**Clock routing**

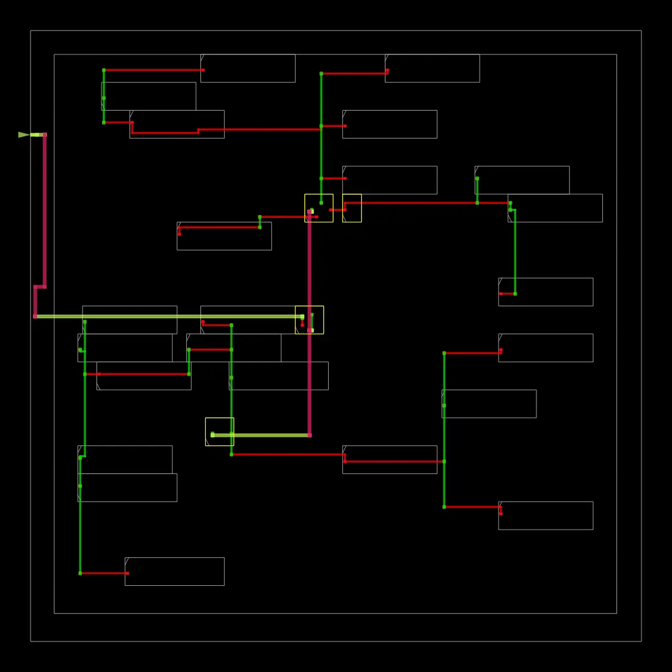
**Metal 2**

(6 px per um)
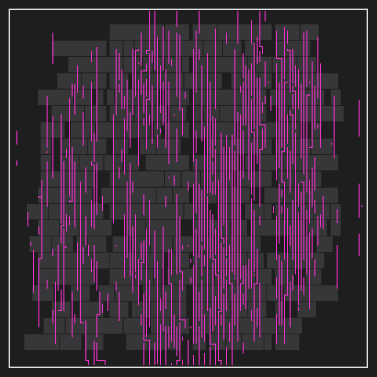
**I/O pins on the die edge**

(4 px per um) Pins as bars across the die edge, other pins in grey.
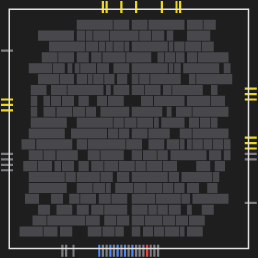
**Placement by cell class**

(6 px per um) Fill, decap, tap and diode cells in grey.
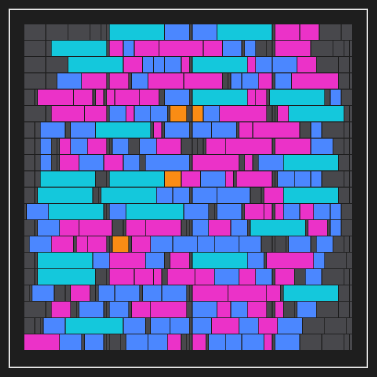
**Routed clock nets over the placement**

(10 px per um)
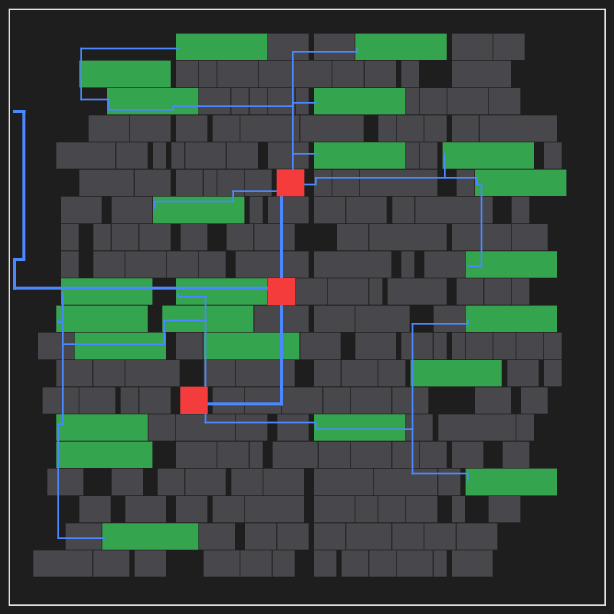
**src/rtl/core_pkg.sv**
```systemverilog
// Shared types for the load-use interlock: the shadow-pipe entry and helpers.
package core_pkg;

  localparam logic [4:0] REG_ZERO = 5'd0;

  typedef struct packed {
    logic       valid;
    logic [4:0] dest;
    logic       is_load;
  } shadow_entry_t;

  localparam shadow_entry_t BUBBLE_ENTRY = '{valid: 1'b0, dest: 5'd0, is_load: 1'b0};

  // True when an in-flight entry is a load whose result an ID source needs.
  function automatic logic entry_blocks(
    input shadow_entry_t entry,
    input logic          use1,
    input logic [4:0]    src1,
    input logic          use2,
    input logic [4:0]    src2
  );
    logic pending_load;
    pending_load = entry.valid & entry.is_load & (entry.dest != REG_ZERO);
    return pending_load & ((use1 & (src1 == entry.dest)) | (use2 & (src2 == entry.dest)));
  endfunction

endpackage

```
**src/rtl/interlock_shadow_stage.sv**
```systemverilog
// One stage of the shadow pipe that follows instructions past ID.
module interlock_shadow_stage
  import core_pkg::*;
(
  input  logic          clk,
  input  logic          rst_n,
  input  logic          hold,
  input  logic          bubble,
  input  shadow_entry_t d,
  output shadow_entry_t q
);

  // Advance unless held; a bubble request replaces the incoming entry.
  always_ff @(posedge clk or negedge rst_n) begin
    if (!rst_n) begin
      q <= BUBBLE_ENTRY;
    end else if (!hold) begin
      q <= bubble ? BUBBLE_ENTRY : d;
    end
  end

endmodule

```
**src/rtl/load_use_interlock.sv**
```systemverilog
// Load-use interlock: stalls IF/ID and bubbles ID/EX while a load result is
// still out of forwarding reach, freezes on memory wait, squashes on flush.
module load_use_interlock
  import core_pkg::*;
#(
  parameter int LOAD_USE_GAP = 1,
  parameter int CNT_W        = 16
) (
  input  logic             clk_pi,
  input  logic             rst_n_pi,
  input  logic             validID_pi,
  input  logic [4:0]       src1ID_pi,
  input  logic [4:0]       src2ID_pi,
  input  logic             use1ID_pi,
  input  logic             use2ID_pi,
  input  logic [4:0]       destID_pi,
  input  logic             weID_pi,
  input  logic             isLoadID_pi,
  input  logic             flushEX_pi,
  input  logic             memBusy_pi,
  output logic             stallIF_po,
  output logic             stallID_po,
  output logic             bubbleEX_po,
  output logic             freeze_po,
  output logic [CNT_W-1:0] stallCount_po
);

  shadow_entry_t            id_entry;
  shadow_entry_t            stage_in  [1:LOAD_USE_GAP];
  shadow_entry_t            stage_out [1:LOAD_USE_GAP];
  logic [LOAD_USE_GAP:1]    stage_match;
  logic                     hazard;
  logic                     insert_bubble;
  logic                     count_en;

  assign id_entry = '{valid: validID_pi & weID_pi, dest: destID_pi, is_load: isLoadID_pi};

  genvar k;
  generate
    for (k = 1; k <= LOAD_USE_GAP; k++) begin : g_shadow
      if (k == 1) begin : g_head
        assign stage_in[k] = id_entry;
      end else begin : g_tail
        assign stage_in[k] = stage_out[k-1];
      end

      interlock_shadow_stage u_stage (
        .clk    (clk_pi),
        .rst_n  (rst_n_pi),
        .hold   (memBusy_pi),
        .bubble ((k == 1) ? insert_bubble : 1'b0),
        .d      (stage_in[k]),
        .q      (stage_out[k])
      );

      assign stage_match[k] = entry_blocks(stage_out[k], use1ID_pi, src1ID_pi,
                                           use2ID_pi, src2ID_pi);
    end
  endgenerate

  assign hazard        = validID_pi & (|stage_match);
  assign insert_bubble = flushEX_pi | hazard;
  assign count_en      = ~memBusy_pi & ~flushEX_pi & hazard;

  // Priority mux: freeze beats flush beats load-use; everything is quiet in reset.
  always_comb begin
    stallIF_po  = 1'b0;
    stallID_po  = 1'b0;
    bubbleEX_po = 1'b0;
    freeze_po   = 1'b0;
    if (!rst_n_pi) begin
      freeze_po = 1'b0;
    end else if (memBusy_pi) begin
      freeze_po  = 1'b1;
      stallIF_po = 1'b1;
      stallID_po = 1'b1;
    end else if (flushEX_pi) begin
      bubbleEX_po = 1'b1;
    end else if (hazard) begin
      stallIF_po  = 1'b1;
      stallID_po  = 1'b1;
      bubbleEX_po = 1'b1;
    end
  end

  // Saturating count of load-use bubble cycles.
  always_ff @(posedge clk_pi or negedge rst_n_pi) begin
    if (!rst_n_pi) begin
      stallCount_po <= '0;
    end else if (count_en && (stallCount_po != {CNT_W{1'b1}})) begin
      stallCount_po <= stallCount_po + CNT_W'(1);
    end
  end

endmodule

```
**config.mk**
```make
export PLATFORM = sky130hd
export DESIGN_NAME = load_use_interlock
export DESIGN_NICKNAME = d
export VERILOG_FILES = /design/src/rtl/core_pkg.sv /design/src/rtl/interlock_shadow_stage.sv /design/src/rtl/load_use_interlock.sv
export SDC_FILE = /design/constraint.sdc
export NUM_CORES = 1
export LEC_CHECK = 0
export CAP_MARGIN = 30
export CORE_MARGIN = 2
export CORE_UTILIZATION = 39
export DETAILED_ROUTE_END_ITERATION = 7
export PLACE_DENSITY_LB_ADDON = 0.25
export REMOVE_ABC_BUFFERS = 1
export SETUP_SLACK_MARGIN = 0.4
export SLEW_MARGIN = 20
export SYNTH_ARGS = -nofsm -noshare
export SYNTH_HDL_FRONTEND = slang
export SYNTH_SLANG_ARGS = --single-unit
```
**constraint.sdc**
```tcl
create_clock -name clk_pi -period 2 [get_ports clk_pi]
set_clock_uncertainty 0.1 [all_clocks]
set_input_delay 0.4 -clock clk_pi [delete_from_list [all_inputs] [get_ports clk_pi]]
set_output_delay 0.4 -clock clk_pi [all_outputs]
set_load 0.02 [all_outputs]
```
==> tab_implementation.tex <==
% Generated from flow reports
\begin{tabular}{lr}
\hline
Metric & Value \\
\hline
\multicolumn{2}{l}{\textbf{Pwr}} \\
Power dissipated in combinational cells & 0.000200 W \\
Sequential share of power & 0.535 \\
Switching power total & 0.000245 W \\
Total Power Consumption & 0.000915 W \\
Internal power consumption & 0.000670 W \\
Flip-flop and latch power & 0.000490 W \\
Power group with the highest consumption & sequential cells \\
Static leakage & 1.24 nW \\
Max rail drop VDD & 0.307 mV \\
Power share of the combinational group & 0.219 \\
Pwr/cell area & 386 nW/um\^{}2 \\
Fraction of power spent switching nets & 0.268 \\
\multicolumn{2}{l}{\textbf{Routing}} \\
Pre-Repair DR Iteration Count & 4 \\
Average routed wire per standard cell & around 18 um \\
Initial detailed-routing violation count & 79 \\
DRC violation count after routing & 0 \\
Total number of vias & around 1300 \\
Post-DRT Antenna Nets & 0 \\
Total wire length & 4.34 mm \\
Via density & $\sim$5.3 \\
\multicolumn{2}{l}{\textbf{Synthesis}} \\
Top cells by area & dfrtp\_1 (48\%), xnor2\_1 (12\%), xor2\_1 (6.6\%) \\
Post-synthesis cell area & 1200 um\^{}2 \\
Flip-flops with a built-in enable & 0 \\
Chip area in the Yosys report & 1200 um\^{}2 \\
Mapped Cells & 113 \\
Number of register bits inferred by synthesis & 23 \\
Post-synthesis area per instance & 10.6 um\^{}2 \\
Most used flip-flop cell & dfrtp\_1 \\
Most numerous cell types in the synthesized netlist & dfrtp\_1 (23), xnor2\_1 (16), xor2\_1 (9) \\
Area fraction of the dominant cell type after synthesis & 0.480 \\
Cell count listed in synth\_stat.txt & around 110 \\
Sequential cell area fraction in the yosys report & 0.480 \\
Synthesis warning total & 0 \\
Post-synthesis async set-or-reset flop share & 1.00 \\
Yosys top cell by area & dfrtp\_1 \\
Unique masters post-synth & 28 \\
Most popular library cell in the synthesized design by count & dfrtp\_1 \\
\multicolumn{2}{l}{\textbf{Critical path}} \\
Crit Path Category & reg2reg \\
Most common cell on crit path & buf\_6 \\
Worst Path Max Fanout & 6 \\
Crit-path slowest cell & dfrtp\_2 \\
Number of cell instances on the worst register-to-register path & 13 \\
Setup crit end & stallCount\_po[9] \\
Arrival time worst endpoint & 2.47 ns \\
Reg-to-reg endpoint & stallCount\_po[9] \\
Critical path launch point type & register \\
Maximum single-stage delay on the critical path & 0.47 ns \\
CP Cell Sequence & xnor2\_1 > nand4\_1 > o22ai\_2 > buf\_4 > buf\_6 > buf\_6 > buf\_6 > buf\_6 > buf\_6 > nand2\_8 > buf\_6 > nor3\_4 > xor2\_1 \\
Startpoint of the lowest-slack register-to-register path & g\_shadow[1].u\_stage.q[4] \\
Logic depth of the worst path, buffers included & 13 \\
WP data required & 2.15 ns \\
Worst setup path startpoint & g\_shadow[1].u\_stage.q[4] \\
Element type at the critical path end & register \\
Buffers \& Inverters on Critical Path & 7 \\
Flop2flop setup slack & -0.32 ns \\
Cell type group with the largest total delay on the critical path & buffers and inverters \\
\multicolumn{2}{l}{\textbf{Timing}} \\
Cycle use final & 1.16 \\
Max transition margin & 0.582 \\
Crit path setup slack, layout & -0.319 ns \\
Final setup violation count & 19 \\
Final number of max-transition violations & 0 \\
Sum of negative setup slack & -4.05 ns \\
Final hold violations & 0 \\
Achievable clock frequency & roughly 430 MHz \\
Shortest clock period the worst path allows after layout & 2.32 ns \\
Measured slew at the worst slew-check pin & 0.625 ns \\
Smallest hold slack & around 0.16 ns \\
Unrepaired setup endpoints after global routing & true \\
\multicolumn{2}{l}{\textbf{Floorplanning}} \\
Horizontal die size & between 50 and 60 um \\
DIE AREA & 3530 um\^{}2 \\
Die extent in y & 59.4 um \\
Num ports & 44 \\
Core utilization before placement & 0.403 \\
N\_taps & 33 \\
\multicolumn{2}{l}{\textbf{Flow run}} \\
Total tool warning count & 27 \\
Max-cap violations & 0 \\
\multicolumn{2}{l}{\textbf{Run status}} \\
Status & finished with violations \\
Violated checks & setup timing \\
\multicolumn{2}{l}{\textbf{Worst hold path}} \\
Path category of the worst min-delay check & in2async \\
\multicolumn{2}{l}{\textbf{Placed design}} \\
Number of port buffers & 43 \\
Routability congestion estimate & 0.835 \\
Worst slack, placed & -0.872 ns \\
HPWL reported at the end of detailed placement & 2.44 mm \\
\multicolumn{2}{l}{\textbf{Global route}} \\
Global-route wire length before repair & roughly 6.3 mm \\
Sum of overflow across all layers after global routing & 0 \\
Number of global-route vias before repair & 1316 \\
Initial antenna violation count & 1 \\
Maximum number of pins on one net before global-route repair & 14 \\
Global Route Usage Sum & 0.239 \\
\multicolumn{2}{l}{\textbf{Layout}} \\
Fin nets & 236 \\
Multi-input logic cell count & 82 \\
Inserted Diodes & 1 \\
Filler cells & 174 \\
Dominant class by area & multi-input combinational cells \\
Logic cell area & 855 um\^{}2 \\
Commonest cells after routing, fill and taps aside & buf\_4 (32), buf\_6 (24), dfrtp\_1 (20) \\
Data buffer area share & 0.357 \\
Area overhead of the layout relative to synthesis & 97.7\% \\
Number of ordinary inverters in the final layout & 5 \\
Signal buffers & 96 \\
Layout cells sized above 1 & 0.533 \\
Combinational share of cell area & 0.361 \\
Clock buf count & 3 \\
FF/Latch Area & 579 um\^{}2 \\
Most frequent standard cell in the layout excluding fill and tap cells & buf\_4 \\
Clock buffers and inverters, area share & 0.0116 \\
\multicolumn{2}{l}{\textbf{Clock network}} \\
Number of buffers inserted for hold repair after clock tree synthesis & 0 \\
Number of buffers inserted during clock tree synthesis & 3 \\
Number of buffers on the longest clock path & 2 \\
Clock tree root driver cell & clkbuf\_4 \\
Resize count post-CTS & between 100 and 150 \\
Number of H-tree branching levels & 1 \\
Total setup buffers inserted after CTS & 14 \\
Clock tree from TritonCTS & yes \\
Clock-pin slew of the registers on the worst-case setup and hold paths & 0.13 ns \\
\hline
\end{tabular}
Notes on 'clock routing' above:
number of clock sinks: 23
total number of sequential cells: 23
Clock net power: 0.000225 W

Notes on 'metal 2' above:
The longest straight run is 38.1 um. The layer holds 54% of the routed length. The wires run mostly vertical.

Notes on 'I/O pins on the die edge' above:
Key: `stallCount_po` = yellow [pins 16, direction output, edge 7 top, 6 right, 3 left]; `src1ID_pi` = blue [pins 5, direction input, edge bottom]; `stallID_po` = red [pins 1, direction output, edge bottom]

Notes on 'placement by cell class' above:
Key: combinational and other logic = magenta [cells 87]; sequential cells = cyan [cells 23]; clock drivers and dummy loads = orange [cells 4]; remaining buffers and delay cells = blue [cells 96]
final core utilization: 0.796
number of rows created at floorplan: 20
flop share of the area: 0.244

Notes on 'routed clock nets over the placement' above:
Key: clock drivers = red [count 3]; clock wires = blue [length 299 um]; flip-flops = green [count 23]
There are 4 routed clock nets. Position of the flops: spread over the die.
part of the total power dissipated in the clock network: 0.246
Late-Pin Clk Latency: 0.32 ns

logic make-up after synthesis:
logic type                 synth area share
AOI/OAI and AO/OA                    0.0929
xor gates and xnor gates              0.183
adders and majority gates            0.0104
buffers and inverters                0.0344
DFF                                   0.480
muxes                               0.00939
and+or+nand+nor                       0.190
registers in the layout, indices dropped and copies added (netlist names):
name / flops
g_shadow.u_stage.q: 7
stallCount_po: 16
stage by stage:
step,instance area [um^2],instances
after floorplan,1180,110
after global placement,1900,219
after detailed placement,1900,219
after CTS,2220,237
after global routing,2370,244
final,2370,244
metal layers:
layer  wire length, um  up-vias  GRT usage
met5                 0        -          0
met4                84        0     0.0779
met1              1740      636      0.303
met3               193        9     0.0349
met2              2320       51      0.416
li1                  -      597          -
Power and IR drop assume default switching activity.
